### Sequential cells grouped by signal name, run 1

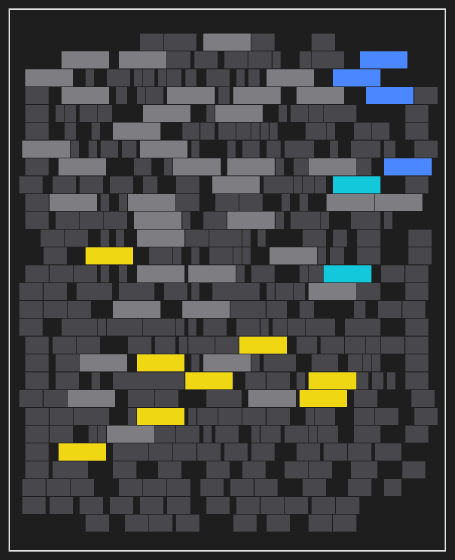
### Clock wiring as the flow saved it, run 1

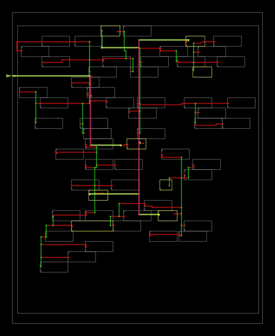
### M1 wires, run 1

Supply wires on this layer in grey.
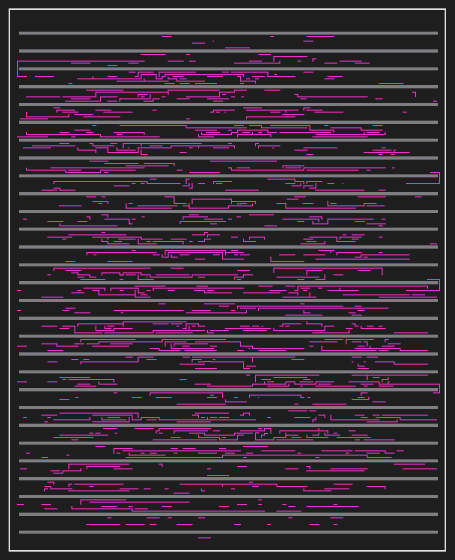
==> config.mk <==
export PLATFORM = sky130hd
export DESIGN_NAME = jk_bank_arbiter
export DESIGN_NICKNAME = d
export VERILOG_FILES = /design/src/rtl/jk_ctrl_pkg.sv /design/src/rtl/jk_ms_bank.sv /design/src/rtl/jk_bank_arbiter.sv
export SDC_FILE = /design/constraint.sdc
export NUM_CORES = 1
export LEC_CHECK = 0
export CAP_MARGIN = 10
export CORE_ASPECT_RATIO = 1.25
export CORE_UTILIZATION = 48
export CTS_CLUSTER_SIZE = 20
export DETAILED_ROUTE_END_ITERATION = 7
export GPL_TIMING_DRIVEN = 0
export PLACE_DENSITY = 0.86
export SYNTH_ARGS = -nofsm -noshare
export SYNTH_HDL_FRONTEND = slang
export SYNTH_SLANG_ARGS = --single-unit
==> constraint.sdc <==
create_clock -name clk -period 2.94 [get_ports clk]
set_input_delay 0.588 -clock clk [delete_from_list [all_inputs] [get_ports clk]]
set_output_delay 0.588 -clock clk [all_outputs]
set_load 0.005 [all_outputs]
==> flow_summary.ini, run 1 <==
; implementation run metrics
[run_status]
status = finished, final reports clean

[clock_tree]
cts_tree = yes
post_cts_buffers = 0
cts.path.max_buffers = 2
clkSlewWorstSetupHoldPaths_ps = 90
htreeDepth = 2
cts_resized = 0
ctsHoldBuffers = 0

[worst_setup_path]
reg2reg_depth = 6
reg2reg_slack_ps = 1040
endpoint_kind = register
crit_fanout = 10
required_ps = 3130
worst_ep_arrival_time_ps = 2490
critical_path_class = in2reg

[grt]
grt.busiest_layer = met2
grt_max_degree = 17
grt_usage_pct = 23.5
grt_pass1_vias = 2125
overflow = 0
met3_usage_pct = 4.40
grt_pass1_wl_um = 9580

[sta]
slew_headroom_pct = 70.7
fmax_ghz = 0.435
finalCritPeriodShare_pct = 78.3
slew_viol_final = 0
hold_violations = 0
rsz0062_at_grt = false
period_needed_ps = 2300
tightestPinTransition_ps = 440
setup_viol = 0
finClkSkew_ps = 7.69

[synthesis]
floorplan.nets = 323
ys_seq_share_pct = 41.1
yosysTopAreaCellShare_pct = 41.1
avgSynthCellArea_um2 = 10.0
top_area_cell = dfxtp_1
yosysWarnings = 0
area_leaders = dfxtp_1 41%, mux2i_1 17%, nand2_1 6.3%, o221ai_2 5.4%, o211a_1 3.2%
ys_cells = 248
ys_ff = 51
syn_inst = 248
ys_area_um2 = 2480
ys.flop_type = dfxtp_1
enable_flop_cells = 0
ys_types = 32
synthArstFlopShare_pct = 0

[finish]
comb_share_pct = 35.7
seq_cell_count = 51
final-clk-cell-share_pct = 3.38
drive_gt1_share_pct = 9.51
final_nets = 421
diodes = 0
nonClkBufAreaFrac_pct = 29.0
nClkBuffers = 6
fin_area_um2 = 3590
nMultiInputCombCells = 167
combGateArea_um2 = 1280
fillers = 409
area_dominant_class = combinational gates
nNonClkInverters = 13
buffers = 108
syn_to_final_growth_pct = 44.6

[pwr]
p_leak_nw = 1.37
p_per_area_nw_per_um2 = 590

[die]
fp-utilization_pct = 51.0
dieArea_um2 = 5470
die_h_um = 82.4
ios = 93
tapCellCount = 60
coreArea_um2 = 4870
die_w_um = 66.3
core.rowCount = 28

[place]
hpwl_um = 4680
io_buffer_count = 91
gp_congestion = 0.751
place_area_um2 = 3470

[route]
wire_per_inst_um = 14.7
wl_met3_um = 286
routed_via_density = 5.26
highest_layer = met4
drt_iter0_drc = 40
ant_nets = 0
dr.pass1.iters = 4
drc = 0
wl_met2_um = 3050

[job]
maxCapViolCount = 0
tool_warnings = 29

[worst_hold_path]
holdPathStages = 2
Back to the opening pictures, 'Sequential cells grouped by signal name':
Key: blue = `done` [sequential cells 4, where north-east]; yellow = `k_lat` [sequential cells 8]; cyan = `rr_ptr` [sequential cells 2]
Reg area: 1020 µm²
Power Sequential: 918 µW
Layout Utilization: 73.7%
Seq/total area: 28.4%

Back to the opening pictures, 'Clock wiring as the flow saved it':
Sink Count: 51
CTS Buf Count: 5

Back to the opening pictures, 'M1 wires':
The layer carries 2480 µm of wire. The wires run mostly horizontal. 368 nets have wire on it.
Total Wirelength: 6000 µm
met1 Use GR: 25.8%
Vias: 2142

-- run 1: synthesized netlist by cell type, drive strengths merged, types with 3 or more instances --
cell / number
a21boi: 9
dfxtp: 51
clkbuf: 8
buf: 8
nand2: 43
nand2b: 10
o211a: 8
o221ai: 16
nor2b: 3
o21ai: 10
mux2i: 43
inv: 13
a21oi: 5
ha: 5
-- run 1: critical path, cell delays in order --
cell and delay, ps:
clkdlybuf4s50_1 480, a21oi_1 190, o21ai_0 120, a21oi_2 360, buf_4 310, mux2i_1 310, o221ai_2 140
-- run 1: cells by family after synthesis --
kind of cell               synth area share (%)
DFF                                        41.1
and+or+nand+nor                            13.6
muxes                                      17.3
buffers and inverters                      7.25
AOI/OAI and AO/OA                          18.2
adders and majority gates                  2.52
-- run 1: stage by stage --
step / total power, mW / std cells / util, % / setup WS (ps) / hold slack (ps)
final: 2.12 / 407 / 73.7 / 639 / 478
after global routing: 2.24 / 407 / 73.7 / 550 / 500
after CTS: 2.12 / 407 / 73.7 / 652 / 479
after detailed placement: 1.61 / 399 / 71.2 / 324 / 452
after global placement: 1.59 / 399 / 71.2 / 384 / 451
after floorplan: 1.34 / 248 / - / 1110 / 431
-- run 1: cell usage in the layout (no fill, tap or decap), drive strengths merged --
cell type,n
clkdlybuf4s50,91
dfxtp,51
mux2i,43
nand2,43
o221ai,16
inv,14
clkbuf,14
nand2b,10
o21ai,10
a21boi,9
o211a,8
buf,8
ha,5
a21oi,5
nor2b,3
nor2,2
and2,2
nor3b,2
clkdlybuf4s15,1
nor3,1
a22o,1
a221oi,1
or4,1
or3b,1
nand4,1
and4,1
or2,1
nand3,1
bufinv,1
-- run 1: report_power, final --
group	total, mW	switching [mW]	internal, mW
Combinational	0.682	0.311	0.371
Clock	0.519	0.239	0.280
Sequential	0.918	0.0905	0.827
Total	2.12	0.640	1.48
## Run 2: what changed since run 1
--- a/config.mk
+++ b/config.mk
@@ -7,11 +7,11 @@
 export LEC_CHECK = 0
 export CAP_MARGIN = 10
 export CORE_ASPECT_RATIO = 1.25
-export CORE_UTILIZATION = 48
+export CORE_UTILIZATION = 40
 export CTS_CLUSTER_SIZE = 20
 export DETAILED_ROUTE_END_ITERATION = 7
 export GPL_TIMING_DRIVEN = 0
-export PLACE_DENSITY = 0.86
+export PLACE_DENSITY = 0.76
 export SYNTH_ARGS = -nofsm -noshare
 export SYNTH_HDL_FRONTEND = slang
 export SYNTH_SLANG_ARGS = --single-unit
==> constraint.sdc (replaced) <==
create_clock -name clk -period 1.97 [get_ports clk]
set_input_delay 0.394 -clock clk [delete_from_list [all_inputs] [get_ports clk]]
set_output_delay 0.394 -clock clk [all_outputs]
set_load 0.005 [all_outputs]
### M1 wires, run 2

Supply wires on this layer in grey.
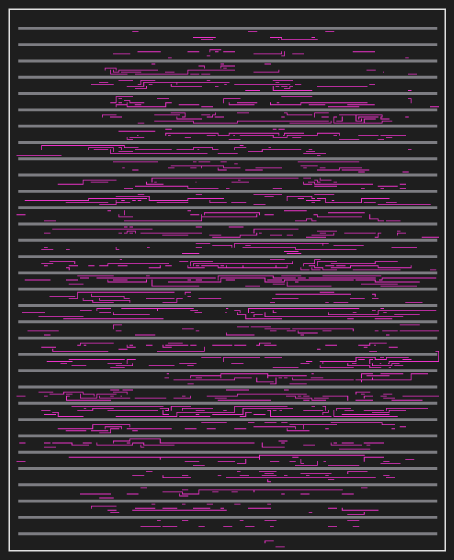
The layer holds 42% of the routed length. The wires run mostly horizontal.
met1 Use GR: 23.3%
Vias: 2145

### Selected gate families, run 2

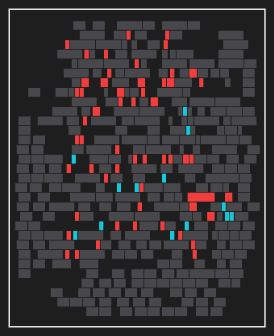
Key: cyan = inv cells [cells 13]; red = nand cells [cells 55]
most used logic cell in the final layout: clkdlybuf4s50_1
fin cells: 434
Comb area share: 35.6%

==> run 2 against run 1 <==
Synthesized cell count stayed put. Sequential cell count unchanged. Register-to-register slack worse by 880 ps. Final area grew 1.8%. Critical endpoint is now j_lat[1]. Largest power group unchanged.
==> flow_summary.ini, run 2 <==
; implementation run metrics
[route]
wire_per_inst_um = 13.9
routed_via_density = 4.94

[worst_setup_path]
reg2reg_slack_ps = 160
cp_slowest_stage_delay_ps = 450
reg2reg_depth = 7
critical_path_class = in2reg
crit_family = buffers and inverters
crit_fanout = 10
path_depth = 8
endpoint_kind = register
cp_cell_sequence = clkdlybuf4s50_1, nand2b_1, a21oi_2, a221oi_4, or3b_1, buf_6, buf_12, o221ai_2

[synthesis]
synthArstFlopShare_pct = 0
ys_ff = 51
ys_seq_share_pct = 41.1
area_leaders = dfxtp_1 41%, mux2i_1 17%, nand2_1 6.3%, o221ai_2 5.4%, o211a_1 3.2%
floorplan.nets = 323
common_cells = 51 x dfxtp_1, 43 x mux2i_1, 42 x nand2_1
top_cell = dfxtp_1
ys_types = 32
yosysWarnings = 0

[pwr]
p_int_mw = 2.09
p_seq_share_pct = 44.9
p_clk_uw = 645
p_leak_nw = 1.39
pg_comb_mw = 1.03
largestPowerGroup = registers
power_frac_comb_pct = 33.9
powerSeq_mw = 1.37
p_per_area_nw_per_um2 = 833

[worst_hold_path]
holdPathStages = 2

[sta]
period_needed_ps = 1900
finalCritPeriodShare_pct = 96.7
slew_viol_final = 0
fmax_ghz = 0.525
layout_setup_ws_ps = 65.2
slew_headroom_pct = 70.6

[clock_tree]
cts.path.max_buffers = 2
ctsHoldBuffers = 0

[job]
tool_warnings = 29

[finish]
most-common-layout-cells = 90 x clkdlybuf4s50_1, 51 x dfxtp_1, 43 x mux2i_1
diodes = 0
drive_gt1_share_pct = 10.8
final_core_util_pct = 62.0

[grt]
grt_usage_pct = 19.5

[die]
die_w_um = 72.5
ios = 93
coreArea_um2 = 5900
die_h_um = 90.1
dieArea_um2 = 6530

[place]
gp_congestion = 0.767
io_buffer_count = 91

[run_status]
status = finished, final reports clean
run 2: cell counts after synthesis:
Identical to the previous run, type by type.
run 2: per-layer routing:
layer  global-route usage [%]  vias up  part of all wire [%]
li1                         -     1079                     -
met1                     23.3     1002                    42
met2                     34.6       56                    52
met3                     3.70        8                   4.3
met4                     5.88        0                   1.6
met5                        0        -                     0
run 2: worst register-to-register path: cells and delay by family, from the launching register on:
family | cells | cell delay [ps]
simple gates | 2 | 530
buf+inv | 3 | 390
flops | 1 | 350
fa+ha+maj | 1 | 300
compound gates | 1 | 180
run 2: logic make-up after synthesis:
family | synth area share, %
compound gates | 18.2
fa+ha+maj | 2.52
buf+inv | 7.25
flops | 41.1
mux | 17.3
simple gates | 13.6
run 2: what timing repair did:
action | 4_1_cts | 5_1_grt
setup endpoints to repair | 7 | 12
buffers inserted | 4 | 1
pin swaps | 1 | 3
hold endpoints to repair | 0 | 0
resized | 1 | 2
run 2: layout make-up:
class / count / area, µm² / area share [%]
plain buffers: 17 / 131 / 3.59
clock buffers: 6 / 82.6 / 2.26
clock inverters: 2 / 16.3 / 0.445
inverters: 13 / 48.8 / 1.33
multi-input cells: 167 / 1300 / 35.6
flip-flops and latches: 51 / 1020 / 27.9
well taps: 82 / 103 / 2.81
repair buffers: 96 / 951 / 26.0
run 2: metrics by stage:
step | TNS, ps | instance area (µm²) | hold slack, ps | power [mW]
after detailed placement | -5140 | 3500 | 451 | 2.41
after floorplan | 0 | 2480 | 431 | 2.00
final | 0 | 3660 | 475 | 3.05
after global routing | 0 | 3660 | 506 | 3.24
after CTS | 0 | 3630 | 477 | 3.07
after global placement | -5050 | 3500 | 448 | 2.38
Power figures rest on the tool's default switching activity, not on a simulated workload.
